### src/rtl/oclib_uart_rx.sv
// 8N1 UART receiver: synchronizes rx, samples mid-bit, and queues bytes in a
// small internal FIFO presented as a valid/ready stream.
module oclib_uart_rx #(
  parameter int unsigned ClockHz    = 100_000_000,
  parameter int unsigned Baud       = 115_200,
  parameter int unsigned BaudCycles = ClockHz / Baud,
  parameter int unsigned FifoDepth  = 32,
  parameter int unsigned SyncCycles = 3
) (
  input  logic       clock,
  input  logic       resetN,
  input  logic       rx,
  output logic [7:0] rxData,
  output logic       rxValid,
  input  logic       rxReady,
  output logic       framingError,
  output logic       overflow
);

  localparam int unsigned CntW = $clog2(BaudCycles);
  localparam int unsigned PtrW = (FifoDepth > 1) ? $clog2(FifoDepth) : 1;
  localparam int unsigned OccW = $clog2(FifoDepth + 1);
  localparam logic [CntW-1:0] CntBitLast  = CntW'(BaudCycles - 1);
  localparam logic [CntW-1:0] CntHalfLast = CntW'(BaudCycles / 2 - 1);
  localparam logic [PtrW-1:0] PtrLast     = PtrW'(FifoDepth - 1);
  localparam logic [OccW-1:0] OccFull     = OccW'(FifoDepth);

  if (BaudCycles < 4) begin : g_bad_baud
    $error("oclib_uart_rx: BaudCycles must be >= 4");
  end
  if (SyncCycles < 2) begin : g_bad_sync
    $error("oclib_uart_rx: SyncCycles must be >= 2");
  end

  typedef enum logic [2:0] {
    StIdle,
    StStart,
    StData,
    StStop,
    StWaitHigh
  } state_e;

  logic [SyncCycles-1:0] sync_q, sync_d;
  state_e                state_q, state_d;
  logic [CntW-1:0]       cnt_q, cnt_d;
  logic [2:0]            bit_q, bit_d;
  logic [7:0]            shift_q, shift_d;
  logic                  fe_q, fe_d;
  logic                  ovf_q, ovf_d;
  logic [PtrW-1:0]       wr_ptr_q, wr_ptr_d;
  logic [PtrW-1:0]       rd_ptr_q, rd_ptr_d;
  logic [OccW-1:0]       occ_q, occ_d;
  logic [7:0]            mem_q [FifoDepth];

  logic rx_sync;
  logic in_ready;
  logic push;
  logic pop;

  assign rx_sync = sync_q[SyncCycles-1];
  assign sync_d  = {sync_q[SyncCycles-2:0], rx};

  always_comb begin
    state_d = state_q;
    cnt_d   = cnt_q + 1'b1;
    bit_d   = bit_q;
    shift_d = shift_q;
    fe_d    = 1'b0;
    ovf_d   = 1'b0;
    push    = 1'b0;
    case (state_q)
      StIdle: begin
        cnt_d = cnt_q;
        if (!rx_sync) begin
          state_d = StStart;
          cnt_d   = '0;
        end
      end
      StStart: begin
        if (cnt_q == CntHalfLast) begin
          cnt_d   = '0;
          bit_d   = '0;
          state_d = rx_sync ? StIdle : StData;
        end
      end
      StData: begin
        if (cnt_q == CntBitLast) begin
          cnt_d   = '0;
          shift_d = {rx_sync, shift_q[7:1]};
          bit_d   = bit_q + 3'd1;
          if (bit_q == 3'd7) state_d = StStop;
        end
      end
      StStop: begin
        // Leaving at the stop mid-sample lets an immediately following start bit be seen.
        if (cnt_q == CntBitLast) begin
          cnt_d = '0;
          if (rx_sync) begin
            state_d = StIdle;
            if (in_ready) push  = 1'b1;
            else          ovf_d = 1'b1;
          end else begin
            fe_d    = 1'b1;
            state_d = StWaitHigh;
          end
        end
      end
      StWaitHigh: begin
        cnt_d = cnt_q;
        if (rx_sync) state_d = StIdle;
      end
      default: state_d = StIdle;
    endcase
  end

  assign in_ready = (occ_q != OccFull);
  assign rxValid  = (occ_q != '0);
  assign rxData   = mem_q[rd_ptr_q];
  assign pop      = rxValid && rxReady;

  always_comb begin
    wr_ptr_d = wr_ptr_q;
    rd_ptr_d = rd_ptr_q;
    occ_d    = occ_q;
    if (push) wr_ptr_d = (wr_ptr_q == PtrLast) ? '0 : wr_ptr_q + 1'b1;
    if (pop)  rd_ptr_d = (rd_ptr_q == PtrLast) ? '0 : rd_ptr_q + 1'b1;
    case ({push, pop})
      2'b10:   occ_d = occ_q + 1'b1;
      2'b01:   occ_d = occ_q - 1'b1;
      default: occ_d = occ_q;
    endcase
  end

  always_ff @(posedge clock) begin
    if (!resetN) begin
      sync_q   <= '1;
      state_q  <= StIdle;
      cnt_q    <= '0;
      bit_q    <= '0;
      shift_q  <= '0;
      fe_q     <= 1'b0;
      ovf_q    <= 1'b0;
      wr_ptr_q <= '0;
      rd_ptr_q <= '0;
      occ_q    <= '0;
    end else begin
      sync_q   <= sync_d;
      state_q  <= state_d;
      cnt_q    <= cnt_d;
      bit_q    <= bit_d;
      shift_q  <= shift_d;
      fe_q     <= fe_d;
      ovf_q    <= ovf_d;
      wr_ptr_q <= wr_ptr_d;
      rd_ptr_q <= rd_ptr_d;
      occ_q    <= occ_d;
    end
  end

  always_ff @(posedge clock) begin
    if (push) mem_q[wr_ptr_q] <= shift_q;
  end

  assign framingError = fe_q;
  assign overflow     = ovf_q;

endmodule

### config.mk
export PLATFORM = sky130hd
export DESIGN_NAME = oclib_uart_rx
export DESIGN_NICKNAME = d
export VERILOG_FILES = /design/src/rtl/oclib_uart_rx.sv
export SDC_FILE = /design/constraint.sdc
export NUM_CORES = 1
export LEC_CHECK = 0
export CAP_MARGIN = 25
export CORE_MARGIN = 8
export CORE_UTILIZATION = 35
export DETAILED_ROUTE_END_ITERATION = 12
export PLACE_DENSITY_LB_ADDON = 0.1
export RECOVER_POWER = 50
export SLEW_MARGIN = 20
export SYNTH_ARGS = -nofsm -noshare
export SYNTH_HDL_FRONTEND = slang
export SYNTH_SLANG_ARGS = --single-unit
### constraint.sdc
create_clock -name clock -period 3.5 [get_ports clock]
set_input_delay 0.875 -clock clock [delete_from_list [all_inputs] [get_ports clock]]
set_output_delay 0.875 -clock clock [all_outputs]
set_load 0.005 [all_outputs]
==> results.sh <==
# source this file to load flow results
export IMPL_status="finished, violations left"
export IMPL_failed_checks="capacitance limit, slew limit, setup timing"
export IMPL_drt_iter0_drc=467
export IMPL_max_freq_mhz=275
export IMPL_hold_viol_final=0
export IMPL_power_mw=7.21
export IMPL_place_area_mm2=0.0134
export IMPL_clk_pin_slew_ns=0.06
export IMPL_maxSlewViolCount=169
export IMPL_met3_usage=0.0223
export IMPL_crit_path_top_delay_cell="mux4_2"
export IMPL_path_common_cell="buf_6"
export IMPL_insertion_delay_ns=0.52
export IMPL_pg_comb_mw=0.0283
export IMPL_postLayoutCellArea_mm2=0.0148
export IMPL_clock_sinks=306
export IMPL_top_area_frac=0.622
export IMPL_cellInternalPower_mw=5.82
export IMPL_maxCapViolCount=5
export IMPL_worst_path_buf_inv=4
export IMPL_fin_ws_ns=-0.143
export IMPL_xor_share=0.00993
export IMPL_area_growth_pct=19.6
export IMPL_cts_resized=60
export IMPL_crit_chain="buf_6 > buf_6 > buf_12 > mux4_2 > mux4_2 > mux2_4 > buf_6"
export IMPL_finalSetupViolations=8
export IMPL_crit_path_max_incr_delay_ns=0.60
Metal layers overlaid:
Scale: 1.5 px per um.
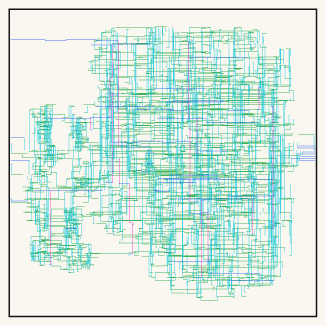
legend:
  blue:
    layer: M3
    wire_length: 1,140 um
  green:
    layer: M1
    wire_length: 12,900 um
  cyan:
    layer: M2
    wire_length: 14,000 um
  magenta:
    layer: M4
    wire_length: 629 um
final wirelength: 28,700 um
DR vias: 6,409
GR Util All Layers: 0.140

Cell density map:
Scale: 2 px per um. The die is cut into 20 by 20 equal tiles; black is low, pale yellow is high, 0 to 100% covered.
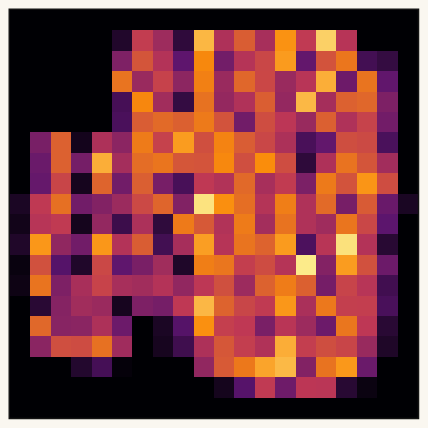
tiles over 75% full: 6.5%
fullest tile: 96%
emptiest ninth of the die: top left
fin util: 0.420
Core ar.: 0.0351 mm2
Pre-Place Util: 0.351

Pin map:
Scale: 2 px per um. Pins as bars across the die edge, other pins in grey.
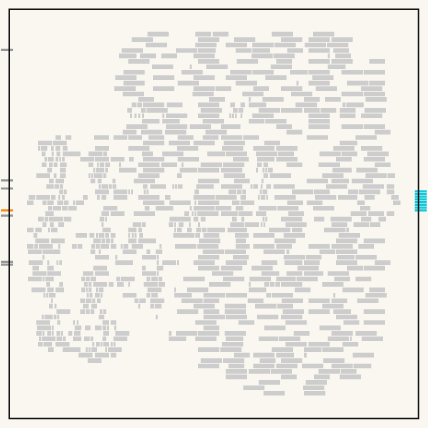
legend:
  orange:
    port: resetN
    pins: 1
    direction: input
    edge: left
  cyan:
    port: rxData
    pins: 8
    direction: output
    edge: right
all pins by edge: 8 right, 7 left

Cell classes on the final placement:
Scale: 1.5 px per um.
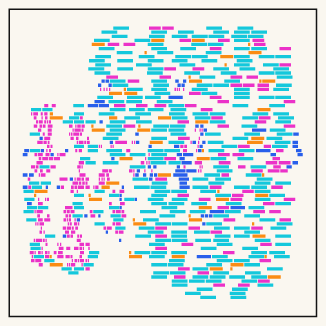
legend:
  cyan:
    class: registers
    cells: 306
  magenta:
    class: remaining logic cells
    cells: 334
  blue:
    class: remaining buffers and delay cells
    cells: 87
  orange:
    class: clock drivers and dummy loads
    cells: 59

